`config.mk`:
```
export PLATFORM = sky130hd
export DESIGN_NAME = if_fetch_unit
export DESIGN_NICKNAME = d
export VERILOG_FILES = /design/src/rtl/if_fetch_unit.sv
export SDC_FILE = /design/constraint.sdc
export NUM_CORES = 1
export LEC_CHECK = 0
export CAP_MARGIN = 10
export CORE_MARGIN = 2
export CORE_UTILIZATION = 38
export DETAILED_ROUTE_END_ITERATION = 16
export SYNTH_ARGS = -nofsm -noshare
export SYNTH_HDL_FRONTEND = slang
export SYNTH_SLANG_ARGS = --single-unit
export TNS_END_PERCENT = 50
```
`constraint.sdc`:
```
create_clock -name clk -period 2.72 [get_ports clk]
set_input_delay 0.544 -clock clk [delete_from_list [all_inputs] [get_ports clk]]
set_output_delay 0.544 -clock clk [all_outputs]
set_load 0.1 [all_outputs]
```
`src/rtl/if_fetch_unit.sv`:
```
// Instruction-fetch stage: owns the fetch PC, issues requests to a synchronous
// instruction memory, buffers returned words and presents the head entry to the
// IF/ID pipeline register. Redirect has priority over everything, including Stall.
module if_fetch_unit #(
    parameter int              PCW      = 9,
    parameter int              IW       = 32,
    parameter int              DEPTH    = 2,
    parameter logic [PCW-1:0]  RESET_PC = '0
) (
    input  logic            clk,
    input  logic            reset,
    input  logic            Stall,
    input  logic            Redirect,
    input  logic [PCW-1:0]  RedirectPC,
    output logic            ImemReq,
    output logic [PCW-1:0]  ImemAddr,
    input  logic [IW-1:0]   ImemRdata,
    output logic            InstrValid,
    output logic [PCW-1:0]  PC,
    output logic [PCW-1:0]  PCPlus4,
    output logic [IW-1:0]   Instr
);

    localparam int AW = $clog2(DEPTH);
    localparam int CW = AW + 1;

    logic [PCW-1:0] fetch_pc_q, fetch_pc_d;
    logic           in_flight_q, in_flight_d;
    logic [PCW-1:0] in_flight_pc_q, in_flight_pc_d;
    logic [AW-1:0]  rd_ptr_q, rd_ptr_d;
    logic [AW-1:0]  wr_ptr_q, wr_ptr_d;
    logic [CW-1:0]  count_q, count_d;

    // PC+4 is stored per entry so the head outputs come purely from flops.
    logic [PCW-1:0] buf_pc_q    [DEPTH];
    logic [PCW-1:0] buf_pc_d    [DEPTH];
    logic [PCW-1:0] buf_pc4_q   [DEPTH];
    logic [PCW-1:0] buf_pc4_d   [DEPTH];
    logic [IW-1:0]  buf_instr_q [DEPTH];
    logic [IW-1:0]  buf_instr_d [DEPTH];

    logic           pop;
    logic           enq;
    logic           req;
    logic [CW-1:0]  occupancy;

    // Address bits [1:0] of the redirect target are ignored.
    logic [1:0]     unused_redirect_lsbs;
    assign unused_redirect_lsbs = RedirectPC[1:0];

    // Handshake decisions: consume, capture returning data, and request gating.
    always_comb begin
        InstrValid = (count_q != '0);
        pop        = InstrValid & ~Stall & ~Redirect;
        enq        = in_flight_q & ~Redirect;
        // Entries that will be owed once this cycle's pop happens; a new request
        // is only issued if its data is guaranteed a free slot.
        occupancy  = count_q + CW'(in_flight_q) - CW'(pop);
        req        = reset & ~Redirect & (occupancy < CW'(DEPTH));
        ImemReq    = req;
        ImemAddr   = fetch_pc_q;
        PC         = buf_pc_q[rd_ptr_q];
        PCPlus4    = buf_pc4_q[rd_ptr_q];
        Instr      = buf_instr_q[rd_ptr_q];
    end

    // Next-state for fetch PC, outstanding-request record and holding buffer.
    always_comb begin
        fetch_pc_d     = fetch_pc_q;
        in_flight_d    = req;
        in_flight_pc_d = in_flight_pc_q;
        rd_ptr_d       = rd_ptr_q;
        wr_ptr_d       = wr_ptr_q;
        count_d        = count_q;
        for (int i = 0; i < DEPTH; i++) begin
            buf_pc_d[i]    = buf_pc_q[i];
            buf_pc4_d[i]   = buf_pc4_q[i];
            buf_instr_d[i] = buf_instr_q[i];
        end

        if (Redirect) begin
            fetch_pc_d = {RedirectPC[PCW-1:2], 2'b00};
            // Empty the buffer without moving the read pointer so the stale
            // head outputs simply hold their last values.
            wr_ptr_d   = rd_ptr_q;
            count_d    = '0;
        end else begin
            if (req) begin
                fetch_pc_d     = fetch_pc_q + PCW'(4);
                in_flight_pc_d = fetch_pc_q;
            end
            if (enq) begin
                buf_pc_d[wr_ptr_q]    = in_flight_pc_q;
                buf_pc4_d[wr_ptr_q]   = in_flight_pc_q + PCW'(4);
                buf_instr_d[wr_ptr_q] = ImemRdata;
                wr_ptr_d              = wr_ptr_q + AW'(1);
            end
            if (pop) begin
                rd_ptr_d = rd_ptr_q + AW'(1);
            end
            count_d = count_q + CW'(enq) - CW'(pop);
        end
    end

    // State registers with asynchronous active-low reset.
    always_ff @(posedge clk or negedge reset) begin
        if (!reset) begin
            fetch_pc_q     <= RESET_PC;
            in_flight_q    <= 1'b0;
            in_flight_pc_q <= '0;
            rd_ptr_q       <= '0;
            wr_ptr_q       <= '0;
            count_q        <= '0;
            for (int i = 0; i < DEPTH; i++) begin
                buf_pc_q[i]    <= '0;
                buf_pc4_q[i]   <= '0;
                buf_instr_q[i] <= '0;
            end
        end else begin
            fetch_pc_q     <= fetch_pc_d;
            in_flight_q    <= in_flight_d;
            in_flight_pc_q <= in_flight_pc_d;
            rd_ptr_q       <= rd_ptr_d;
            wr_ptr_q       <= wr_ptr_d;
            count_q        <= count_d;
            buf_pc_q       <= buf_pc_d;
            buf_pc4_q      <= buf_pc4_d;
            buf_instr_q    <= buf_instr_d;
        end
    end

endmodule

```
Figure 1. Cell classes on the final placement (run 1).
Scale bar: 20 um. Fill, decap, tap and diode cells in grey.
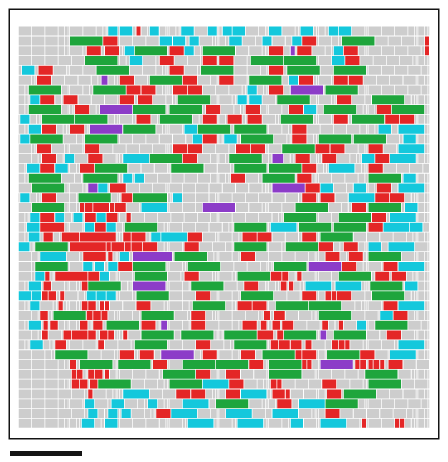
[cyan] other buffers and delay cells | cells: 120
[purple] clock drivers and dummy loads | cells: 16
[green] flops | cells: 111
[red] all other logic | cells: 238
Core Util, Final: 54.07%
flop share of the area: 40.41%
Core Region: 12,720 um2
Site Rows: 41
design area: 6879 um2

Figure 2. Signal metal coverage by tile (run 1).
24 x 24 tiles, from black (low) to pale yellow (high), scaled to the fullest tile. Values are wire area over tile area, all layers added.
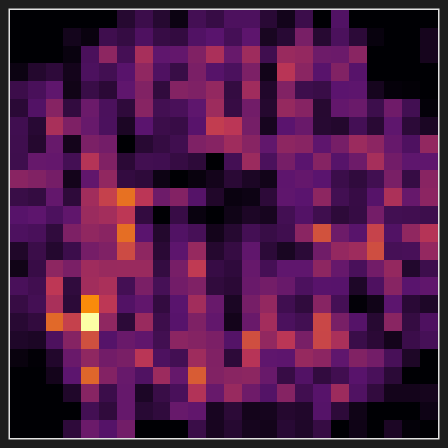
mean over tiles: 0.11
tiles over half the peak: 3.5%
fullest tile: 0.51

Figure 3. Signal wires on met1 (run 1).
Supply wires on this layer in grey.
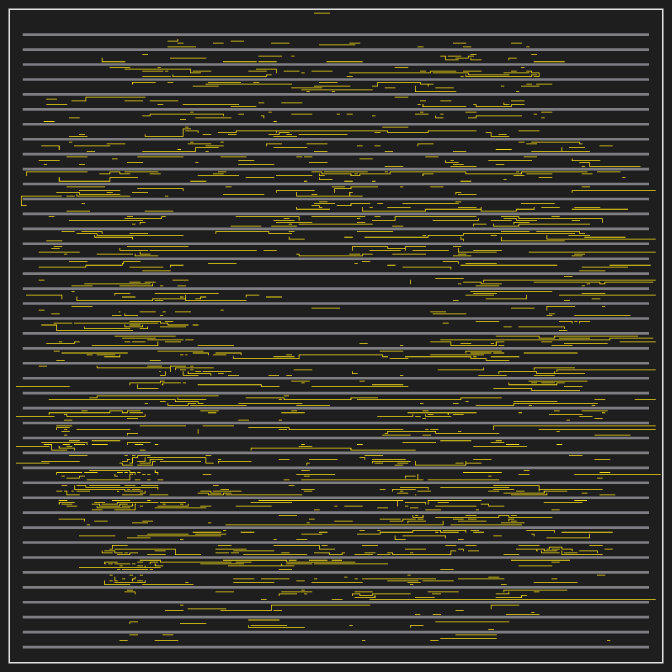
share of all routed wire: 45%
wire length on this layer: 4,630 um
main direction: horizontal
longest straight run: 52.0 um

## run 1: metrics by stage
stage / setup slack (ns) / instances / hold WS [ns]
global route: -0.02367 / 657 / 0.03656
finish: 0.06979 / 657 / 0.04418
floorplan: 0.01223 / 374 / 0.2484
global placement: 0.005929 / 634 / 0.4116
detailed placement: -0.06790 / 634 / 0.4146
CTS: 0.006902 / 651 / 0.03602
## run 1: state kept, by name, indices dropped and copies added (netlist names)
register / flops
buf_pc_q: 14
in_flight_q: 1
buf_instr_q: 64
rd_ptr_q: 1
in_flight_pc_q: 7
count_q: 2
ImemAddr: 7
buf_pc4_q: 14
wr_ptr_q: 1
## run 1: layout make-up
cell class                      instances  area share, %
Clock buffer                           10          3.328
Clock inverter                          6         0.8912
Inverter                                6         0.3820
Multi-Input combinational cell        232          31.67
Sequential cell                       111          40.41
Tap cell                              172          3.128
Timing Repair Buffer                  120          20.19
## run 1: timing repair
action / 4_1_cts / 5_1_grt
gates resized: 4 / 1
pin swaps: 4 / 2
buffers inserted: 1 / 6
setup endpoints to repair: 1 / 1
## run 1: cell usage in the layout, fill, tap and decap left out, drive strengths merged, types with 3 or more instances in the layout
cell and n:
nor2b 3, or3 4, o21ai 11, mux2 133
a31oi 5, clkinv 4, ha 5, nor2 12
xnor2 5, dfrtp 111, a21oi 6, inv 5
xor2 7, clkbuf 10, clkdlybuf4s50 39, buf 79
conb 6, nand2 11, nand3 11
==> run_results.csv, run 1 <==
group,metric,value,unit
status,outcome,"completed",
routing,met2_length,5077,um
placement,dpl_cell_area,6515,um2
global_route,met2_usage,24.75,%
worst_setup_path,critPathMaxFanout,3,
flow_run,warning_count,30,
worst_setup_path,r2r_cells,10,
final_timing,fin_skew,0.005167,ns
global_route,antenna_found_initial,0,
synthesis,top_cells_by_count,"mux2_2 (133), dfrtp_1 (111)",
clock_tree,cts_tree,"built",
clock_tree,h-tree-depth,3,
final_timing,maxSlewViolCount,0,
floorplanning,die_area,14100,um2
clock_tree,clk_pin_slew,0.07,ns
synthesis,top_area_share,55.53,%
worst_setup_path,cp_data_required_time,2.18,ns
synthesis,ys_area,5002,um2
synthesis,async_flop_share,100.0,%
final_timing,slew_headroom,62.65,%
global_route,globalRouteMet3Util,2.751,%
clock_tree,postCtsHoldBufs,0,
synthesis,edf_count,0,
routing,routedLengthMet1,4633,um
placement,gp_congestion,0.7513,
worst_setup_path,critical_path_class,"flop to output pin",
synthesis,synth-cells-yosys,369,
routing,via_per_inst,4.906,
floorplanning,die_h,118.7,um
synthesis,synth.distinct_cells,31,
synthesis,synth.ff_latch_count,111,
synthesis,ys_sh_adder,1.251,%
synthesis,avgSynthCellArea,13.56,um2
clock_tree,ctsLongestPathBuffers,2,
synthesis,synthCells,369,
worst_setup_path,cp_top_family,"simple AND/OR/NAND/NOR gates",
routing,drtAntennaViolNets,0,
synthesis,simple_gate_share,5.003,%
synthesis,synthXorXnorAreaFrac,2.101,%
worst_setup_path,r2r-end,"ImemAddr[4]",
placement,io_buffers,97,
final_timing,fin_crit,2.650,ns
final_timing,final_hold_viol_count,0,
floorplanning,fp-utilization,39.32,%
worst_setup_path,crit_start,"count_q[0]",
global_route,grt_pass1_vias,3390,
finish,diodes,0,
Figure 4. Wiring by layer (run 1).
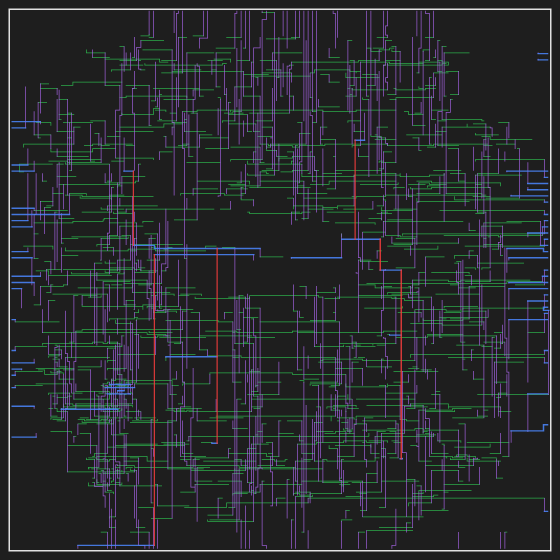

==> run 2, diff against run 1 <==
MAX_ROUTING_LAYER = met4   (was default)
Figure 5. Wiring by layer (run 2).
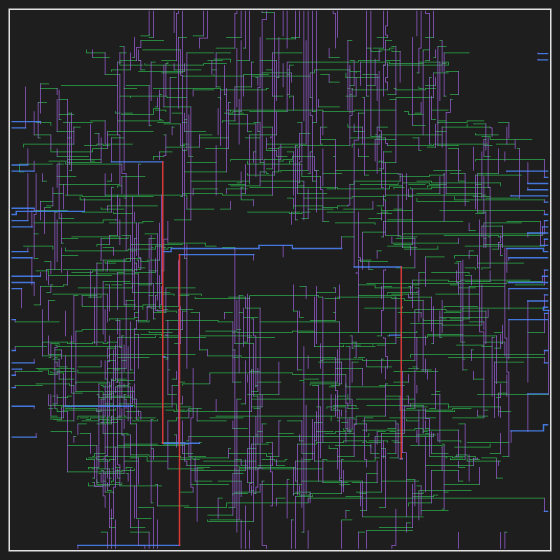
[red] met4 | wire length: 168 um
[blue] met3 | wire length: 325 um
[green] met1 | wire length: 4,650 um
[purple] met2 | wire length: 5,080 um
Post-Route WL: 10,220 um
total number of vias: 3,191
Routed WL per cell: 15.55 um

Figure 6. Signal wires on met1 (run 2).
Supply wires on this layer in grey.
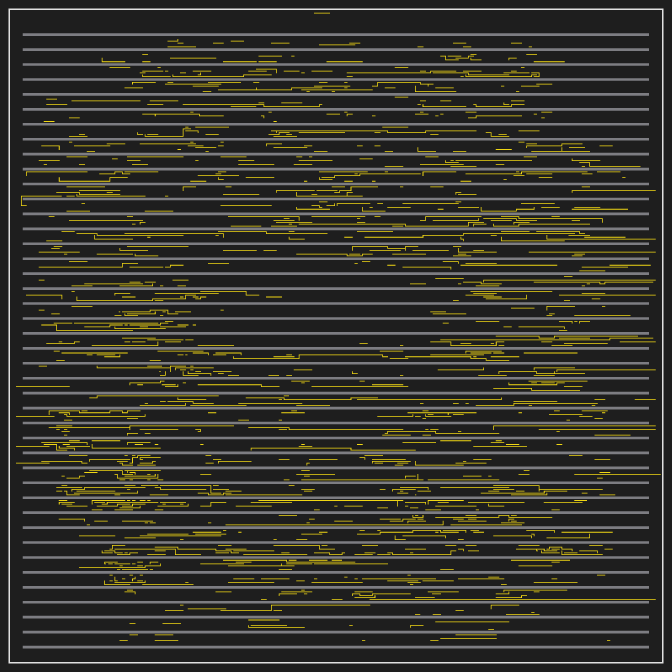
share of all routed wire: 46%
wire length on this layer: 4,650 um
longest straight run: 52.0 um
nets with wire on the layer: 459

Figure 7. Cell classes on the final placement (run 2).
Scale bar: 20 um. Fill, decap, tap and diode cells in grey.
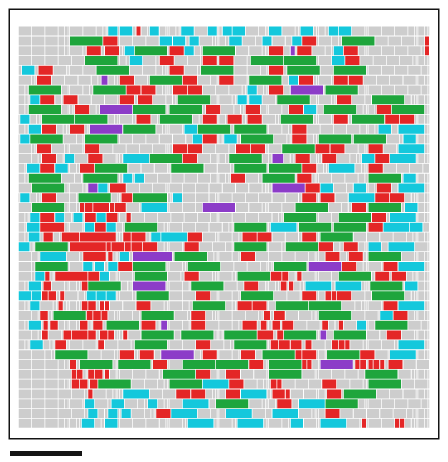
[cyan] other buffers and delay cells | cells: 120
[red] all other logic | cells: 238
[purple] clock drivers and dummy loads | cells: 16
[green] flops | cells: 111

==> run_results.csv, run 2 <==
group,metric,value,unit
floorplanning,fp-utilization,39.32,%
synthesis,synth.distinct_cells,31,
routing,drtAntennaViolNets,0,
final_timing,final_hold_viol_count,0,
clock_tree,cts_resized,4,
final_timing,hold_ws,0.04588,ns
final_timing,fin_skew,0.007299,ns
finish,diodes,0,
clock_tree,ctsLongestPathBuffers,2,
synthesis,edf_count,0,
synthesis,top_cells_by_count,"mux2_2 (133), dfrtp_1 (111)",
clock_tree,clk_pin_slew,0.07,ns
floorplanning,die_h,118.7,um
final_timing,fin_crit,2.642,ns
floorplanning,die_area,14100,um2
clock_tree,post_cts_buffers,1,
clock_tree,postCtsHoldBufs,0,
flow_run,warning_count,30,
synthesis,top_area_share,55.53,%
worst_setup_path,critical_path_class,"flop to output pin",
synthesis,synth-cells-yosys,369,
placement,io_buffers,97,
synthesis,ys_area,5002,um2
finish,regMostFlops,"buf_instr_q",
global_route,grt_pass1_vias,3393,
finish,reg_top3,"buf_instr_q x64, buf_pc4_q x14, buf_pc_q x14",
final_timing,setup_ws,0.07771,ns
floorplanning,core,12720,um2
synthesis,async_flop_share,100.0,%
final_timing,maxSlewViolCount,0,
finish,final_cells,657,
routing,via_per_inst,4.857,
synthesis,avgSynthCellArea,13.56,um2
worst_setup_path,cp_top_family,"simple AND/OR/NAND/NOR gates",
finish,final_cell_mix,"mux2_2 (133), dfrtp_1 (109), buf_4 (48)",
final_timing,slew_headroom,62.90,%
floorplanning,num_rows,41,
worst_setup_path,cp_data_required_time,2.18,ns
finish,fin_area,6879,um2
global_route,antenna_found_initial,0,
placement,dpl_worst_slack,-0.06790,ns
status,outcome,"completed",
placement,gp_congestion,0.7610,
worst_setup_path,critPathMaxFanout,3,
finish,post-route-util,54.07,%
## run 2: cells by family (layout without fill, tap and decap cells)
| family | count (synthesis) | after routing | share of synthesized area (%) |
|---|---|---|---|
| AND/OR/NAND/NOR | 50 | 50 | 5.003 |
| buffers and inverters | 31 | 142 | 3.076 |
| AND-OR/OR-AND | 25 | 25 | 2.827 |
| flip-flops | 111 | 111 | 55.53 |
| XOR/XNOR | 12 | 12 | 2.101 |
| adder cells (fa/ha/maj) | 5 | 5 | 1.251 |
| other | 1 | 6 | 0.07497 |
| multiplexers | 134 | 134 | 30.14 |
## run 2: final timing paths
check / endpoint / slack [ns] / start / cells past startpoint
max: ImemReq / 0.08 / count_q[1] / 8
min: ImemAddr[6] / 0.05 / reset / 1
max reg2reg: ImemAddr[4] / 0.40 / count_q[1] / 10
min reg2reg: buf_pc4_q[5] / 0.48 / buf_pc4_q[5] / 2
max in group asynchronous: buf_instr_q[55] / 1.86 / reset / 2
min in group clk: buf_pc4_q[5] / 0.48 / buf_pc4_q[5] / 2
## run 2: cell type report
type	count	area (um2)
fillers	1118	5843
multi-input cells	232	2178
inverters	6	26.28
repair buffers	120	1389
clock inverters	6	61.31
flip-flops and latches	111	2780
clock buffers	10	229.0
well taps	172	215.2
## run 2: per-layer routing
metal	GRT usage (%)	routed length, um	up-vias
met5	-	0	-
met2	24.68	5075	63
li1	-	-	1516
met4	6.696	167	0
met3	2.944	325	9
met1	20.32	4648	1603
==> run 3, diff against run 2 <==
ABC_CLOCK_PERIOD_IN_PS = 2720   (was default)
Figure 8. Signal wires on met1 (run 3).
Supply wires on this layer in grey.
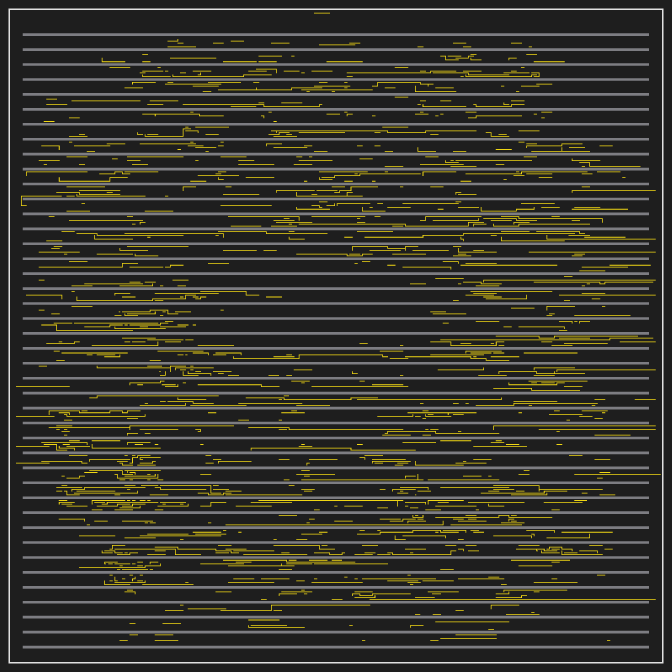
main direction: horizontal
longest straight run: 52.0 um
met1 Use GR: 20.32%

Figure 9. Signal metal coverage by tile (run 3).
24 x 24 tiles, from black (low) to pale yellow (high), scaled to the fullest tile. Values are wire area over tile area, all layers added.
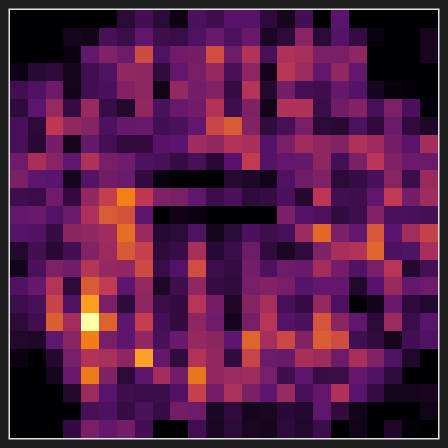
Tot GR Track Use: 15.84%

==> run_results.csv, run 3 <==
group,metric,value,unit
finish,post-route-util,54.07,%
global_route,grt_pass1_vias,3393,
finish,layout.filler_cells,1118,
finish,final_cells,657,
placement,dp_cells,634,
final_timing,final_hold_viol_count,0,
final_timing,slew_headroom,62.90,%
synthesis,async_flop_share,100.0,%
synthesis,synth-cells-yosys,369,
placement,gp_congestion,0.7610,
synthesis,synth.ff_latch_count,111,
placement,io_buffers,97,
floorplanning,die_h,118.7,um
finish,diodes,0,
clock_tree,ctsLongestPathBuffers,2,
placement,dpl_worst_slack,-0.06790,ns
routing,drtAntennaViolNets,0,
routing,via_per_inst,4.857,
finish,reg_top3,"buf_instr_q x64, buf_pc4_q x14, buf_pc_q x14",
synthesis,synth.distinct_cells,31,
synthesis,edf_count,0,
synthesis,ys_area,5002,um2
finish,layout_top_cell,"mux2_2",
worst_setup_path,cp_top_family,"simple AND/OR/NAND/NOR gates",
final_timing,maxSlewViolCount,0,
global_route,antenna_found_initial,0,
synthesis,synthCells,369,
final_timing,fin_skew,0.007299,ns
floorplanning,fp-utilization,39.32,%
finish,largest_reg_flops,64,
routing,wire_per_inst,15.55,um
clock_tree,clk_pin_slew,0.07,ns
finish,regMostFlops,"buf_instr_q",
routing,vias,3191,
floorplanning,core,12720,um2
status,outcome,"completed",
worst_setup_path,cp_data_required_time,2.18,ns
finish,final_cell_mix,"mux2_2 (133), dfrtp_1 (109), buf_4 (48)",
Figure 10. Wiring by layer (run 3).
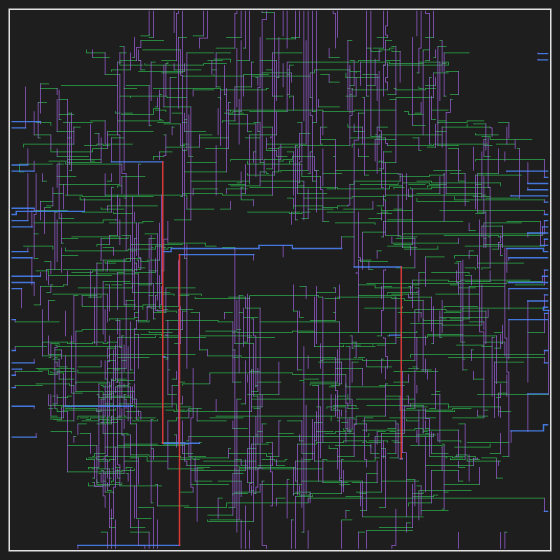
[blue] met3 | wire length: 325 um
[red] met4 | wire length: 168 um
[green] met1 | wire length: 4,650 um
[purple] met2 | wire length: 5,080 um

run 3: cell counts after synthesis:
Identical to the previous run, type by type.
run 3: logic make-up (layout without fill, tap and decap cells):
family          Yosys count  after routing  share of synthesized area (%)
other cells               1              6                        0.07497
compound gates           25             25                          2.827
fa+ha+maj                 5              5                          1.251
flops                   111            111                          55.53
xor+xnor                 12             12                          2.101
mux                     134            134                          30.14
simple gates             50             50                          5.003
buf+inv                  31            142                          3.076
run 3: path summary, 6_finish.rpt:
kind	slack, ns	startpoint	cells past startpoint	endpoint
min reg2reg	0.48	buf_pc4_q[5]	2	buf_pc4_q[5]
max	0.08	count_q[1]	8	ImemReq
max in group asynchronous	1.86	reset	2	buf_instr_q[55]
max reg2reg	0.40	count_q[1]	10	ImemAddr[4]
min in group clk	0.48	buf_pc4_q[5]	2	buf_pc4_q[5]
min	0.05	reset	1	ImemAddr[6]
run 3: routing by layer:
metal  track usage (%)  routed length [um]  vias to the layer above
li1                  -                   -                     1516
met1             20.32                4648                     1603
met2             24.68                5075                       63
met3             2.944                 325                        9
met4             6.696                 167                        0
met5                 -                   0                        -
run 3: area by class of cell:
class / count / area, um2 / share of cell area (%)
inverters: 6 / 26.28 / 0.3820
clock buffers: 10 / 229.0 / 3.328
clock inverters: 6 / 61.31 / 0.8912
multi-input cells: 232 / 2178 / 31.67
repair buffers: 120 / 1389 / 20.19
well taps: 172 / 215.2 / 3.128
flip-flops and latches: 111 / 2780 / 40.41
run 3: repair_timing:
action	CTS	global route
endpoints found under the setup margin	1	1
gates resized	4	1
setup buffers	1	6
pin swaps	4	4
